===== config.mk =====
export PLATFORM = sky130hd
export DESIGN_NAME = polarity_debounce_bank
export DESIGN_NICKNAME = d
export VERILOG_FILES = /design/src/rtl/polarity_debounce_bank_pkg.sv /design/src/rtl/polarity_debounce_bank_debounce_channel.sv /design/src/rtl/polarity_debounce_bank.sv
export SDC_FILE = /design/constraint.sdc
export NUM_CORES = 1
export LEC_CHECK = 0
export CAP_MARGIN = 5
export CORE_AREA = 2 2 81 90
export CTS_BUF_LIST = sky130_fd_sc_hd__clkbuf_8
export DETAILED_ROUTE_END_ITERATION = 6
export DIE_AREA = 0 0 83 92
export DONT_BUFFER_PORTS = 1
export PLACE_DENSITY = 0.76
export SYNTH_ARGS = -nofsm -noshare
export SYNTH_HDL_FRONTEND = slang
export SYNTH_SLANG_ARGS = --single-unit

===== constraint.sdc =====
create_clock -name clk -period 1.6 [get_ports clk]
set_clock_uncertainty 0.2 [all_clocks]
set_input_delay 0.48 -clock clk [delete_from_list [all_inputs] [get_ports clk]]
set_output_delay 0.48 -clock clk [all_outputs]
set_load 0.02 [all_outputs]

===== src/rtl/polarity_debounce_bank_pkg.sv =====
// Shared constants and helpers for the polarity debounce bank.
//   DEF_*       default parameter values for the bank
//   POL_INVERT  inv_mask bit value that inverts a channel
//   cnt_width() debounce counter width, never below one bit
package polarity_debounce_bank_pkg;

    localparam int unsigned DEF_WIDTH           = 8;
    localparam int unsigned DEF_SYNC_STAGES     = 2;
    localparam int unsigned DEF_DEBOUNCE_CYCLES = 16;

    localparam logic POL_INVERT = 1'b1;
    localparam logic POL_PASS   = 1'b0;

    // Width needed to count 0..cycles-1; a single-cycle debounce still gets one bit.
    function automatic int unsigned cnt_width(input int unsigned cycles);
        int unsigned w;
        w = $clog2(cycles);
        if (w < 1) begin
            w = 1;
        end
        return w;
    endfunction

endpackage : polarity_debounce_bank_pkg


===== src/rtl/polarity_debounce_bank_debounce_channel.sv =====
// One debounce channel: synchroniser chain, persistence counter and accepted level.
//   clk, rst  clock and synchronous active-high reset
//   en        1 = counter and accepted level may advance; 0 = both hold
//   d         raw asynchronous input
//   q         accepted (debounced) level
module polarity_debounce_bank_debounce_channel
    import polarity_debounce_bank_pkg::*;
#(
    parameter int unsigned SYNC_STAGES     = DEF_SYNC_STAGES,
    parameter int unsigned DEBOUNCE_CYCLES = DEF_DEBOUNCE_CYCLES
) (
    input  logic clk,
    input  logic rst,
    input  logic en,
    input  logic d,
    output logic q
);

    localparam int unsigned CNT_W = cnt_width(DEBOUNCE_CYCLES);
    localparam logic [CNT_W-1:0] CNT_LAST = CNT_W'(DEBOUNCE_CYCLES - 1);

    logic [SYNC_STAGES-1:0] sync_q;
    logic [SYNC_STAGES-1:0] sync_d;
    logic [CNT_W-1:0]       cnt_q;
    logic [CNT_W-1:0]       cnt_d;
    logic                   acc_q;
    logic                   acc_d;
    logic                   s;

    assign s = sync_q[SYNC_STAGES-1];

    // Synchroniser shift and debounce counter; counter stops at CNT_LAST so it never wraps.
    always_comb begin
        sync_d = {sync_q[SYNC_STAGES-2:0], d};
        cnt_d  = cnt_q;
        acc_d  = acc_q;
        if (en) begin
            if (s != acc_q) begin
                if (cnt_q == CNT_LAST) begin
                    acc_d = s;
                    cnt_d = '0;
                end else begin
                    cnt_d = cnt_q + CNT_W'(1);
                end
            end else begin
                // Level matches again before acceptance: the glitch is discarded.
                cnt_d = '0;
            end
        end
    end

    always_ff @(posedge clk) begin
        if (rst) begin
            sync_q <= '0;
            cnt_q  <= '0;
            acc_q  <= 1'b0;
        end else begin
            sync_q <= sync_d;
            cnt_q  <= cnt_d;
            acc_q  <= acc_d;
        end
    end

    assign q = acc_q;

endmodule : polarity_debounce_bank_debounce_channel


===== src/rtl/polarity_debounce_bank.sv =====
// Bank of independent debounced inputs with per-channel programmable polarity.
//   clk, rst  clock and synchronous active-high reset
//   in        raw asynchronous inputs, one per channel
//   inv_mask  per-channel polarity (1 = invert), applied without debounce
//   en        debounce enable; 0 freezes counters and accepted levels
//   out       registered conditioned outputs (accepted level ^ inv_mask)
//   rise/fall single-cycle pulses on any out transition
//   changed   OR of all rise/fall pulses, aligned with them
module polarity_debounce_bank
    import polarity_debounce_bank_pkg::*;
#(
    parameter int unsigned WIDTH           = DEF_WIDTH,
    parameter int unsigned SYNC_STAGES     = DEF_SYNC_STAGES,
    parameter int unsigned DEBOUNCE_CYCLES = DEF_DEBOUNCE_CYCLES
) (
    input  logic             clk,
    input  logic             rst,
    input  logic [WIDTH-1:0] in,
    input  logic [WIDTH-1:0] inv_mask,
    input  logic             en,
    output logic [WIDTH-1:0] out,
    output logic [WIDTH-1:0] rise,
    output logic [WIDTH-1:0] fall,
    output logic             changed
);

    logic [WIDTH-1:0] acc;
    logic [WIDTH-1:0] out_q;
    logic [WIDTH-1:0] out_d;
    logic [WIDTH-1:0] rise_q;
    logic [WIDTH-1:0] rise_d;
    logic [WIDTH-1:0] fall_q;
    logic [WIDTH-1:0] fall_d;
    logic             changed_q;
    logic             changed_d;

    // One debounce channel per input line.
    for (genvar i = 0; i < int'(WIDTH); i++) begin : g_chan
        polarity_debounce_bank_debounce_channel #(
            .SYNC_STAGES    (SYNC_STAGES),
            .DEBOUNCE_CYCLES(DEBOUNCE_CYCLES)
        ) u_chan (
            .clk(clk),
            .rst(rst),
            .en (en),
            .d  (in[i]),
            .q  (acc[i])
        );
    end

    // Polarity and edge detection; edges compare against the registered out,
    // so a mask flip that cancels an acceptance produces no pulse.
    always_comb begin
        out_d     = acc ^ inv_mask;
        rise_d    = out_d & ~out_q;
        fall_d    = ~out_d & out_q;
        changed_d = |(rise_d | fall_d);
    end

    always_ff @(posedge clk) begin
        if (rst) begin
            out_q     <= '0;
            rise_q    <= '0;
            fall_q    <= '0;
            changed_q <= 1'b0;
        end else begin
            out_q     <= out_d;
            rise_q    <= rise_d;
            fall_q    <= fall_d;
            changed_q <= changed_d;
        end
    end

    assign out     = out_q;
    assign rise    = rise_q;
    assign fall    = fall_q;
    assign changed = changed_q;

endmodule : polarity_debounce_bank


==> flow_metrics.tcl <==
# implementation run metrics
set metrics [dict create \
    status "finished clean" \
    avgSynthCellArea_sq_um 10.2 \
    reg_top3 "g_chan.u_chan.cnt_q (32), g_chan.u_chan.sync_q (16)" \
    gr-total-overflow 0 \
    seq_power_w 0.00214 \
    crit_type "reg -> reg" \
    hpwl_mm 3.69 \
    num_rows 32 \
    buffers 31 \
    regToRegStartpoint "g_chan[5].u_chan.q" \
    power_top_consumer "sequential cells" \
    clock_sinks 81 \
    worstSetupPathDepth 4 \
    fmax_mhz 641 \
    dp_slack_ns -0.0274 \
    whs_ns 0.0736 \
    synthDominantCellAreaShare_pct 49.5 \
    path_clk_slew_ns 0.08 \
    fill_cells 583 \
    ys_types 25 \
    grt_start_max_net_pins 59 \
    diodes 0 \
    grt_pass1_wl_mm 9.79 \
    nWellTaps 85 \
]
flops_by_reg.png
The bar under the picture is 20 microns long. Other sequential cells in the stronger gray, the rest of the logic in the fainter gray.
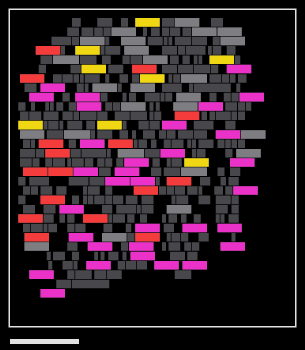
name in the netlist	color	placed flops
`g_chan.u_chan.cnt_q`	magenta	32
`g_chan.u_chan.sync_q`	red	16
`out`	yellow	8

congestion.png
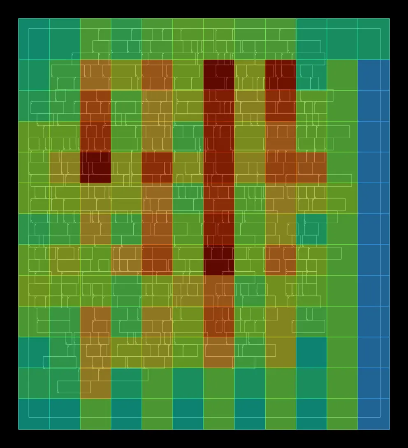
average wire per standard cell: 13.6 microns
met3 Use GR: 4.23%
Util after Layout: 56.4%
GRT Total Usage: 16.2%

layer_met2.png
The bar under the picture is 20 microns long.
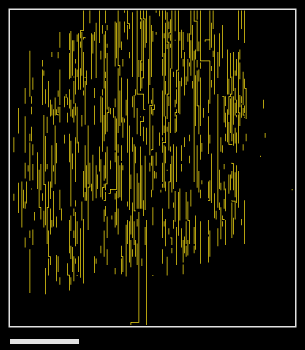
nets with wire on the layer	335
main direction	vertical
share of all routed wire	54%
DR vias: 2220
global routing usage on met2: 30.0%
Final Routed Wirelength: 5.98 mm

layer_met3.png
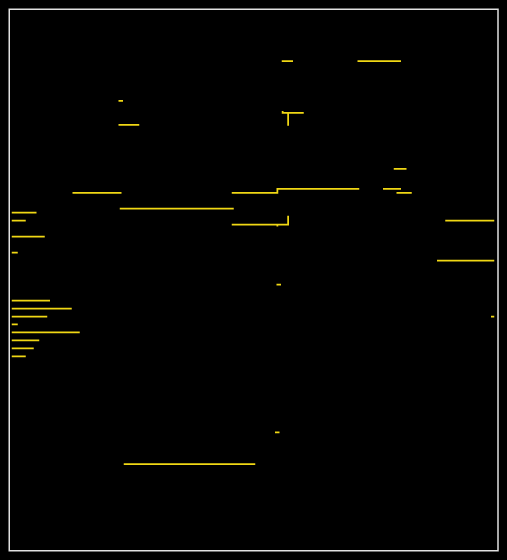
share of all routed wire	3.0%
wire length on this layer	181 microns
main direction	horizontal
longest straight run	22.1 microns

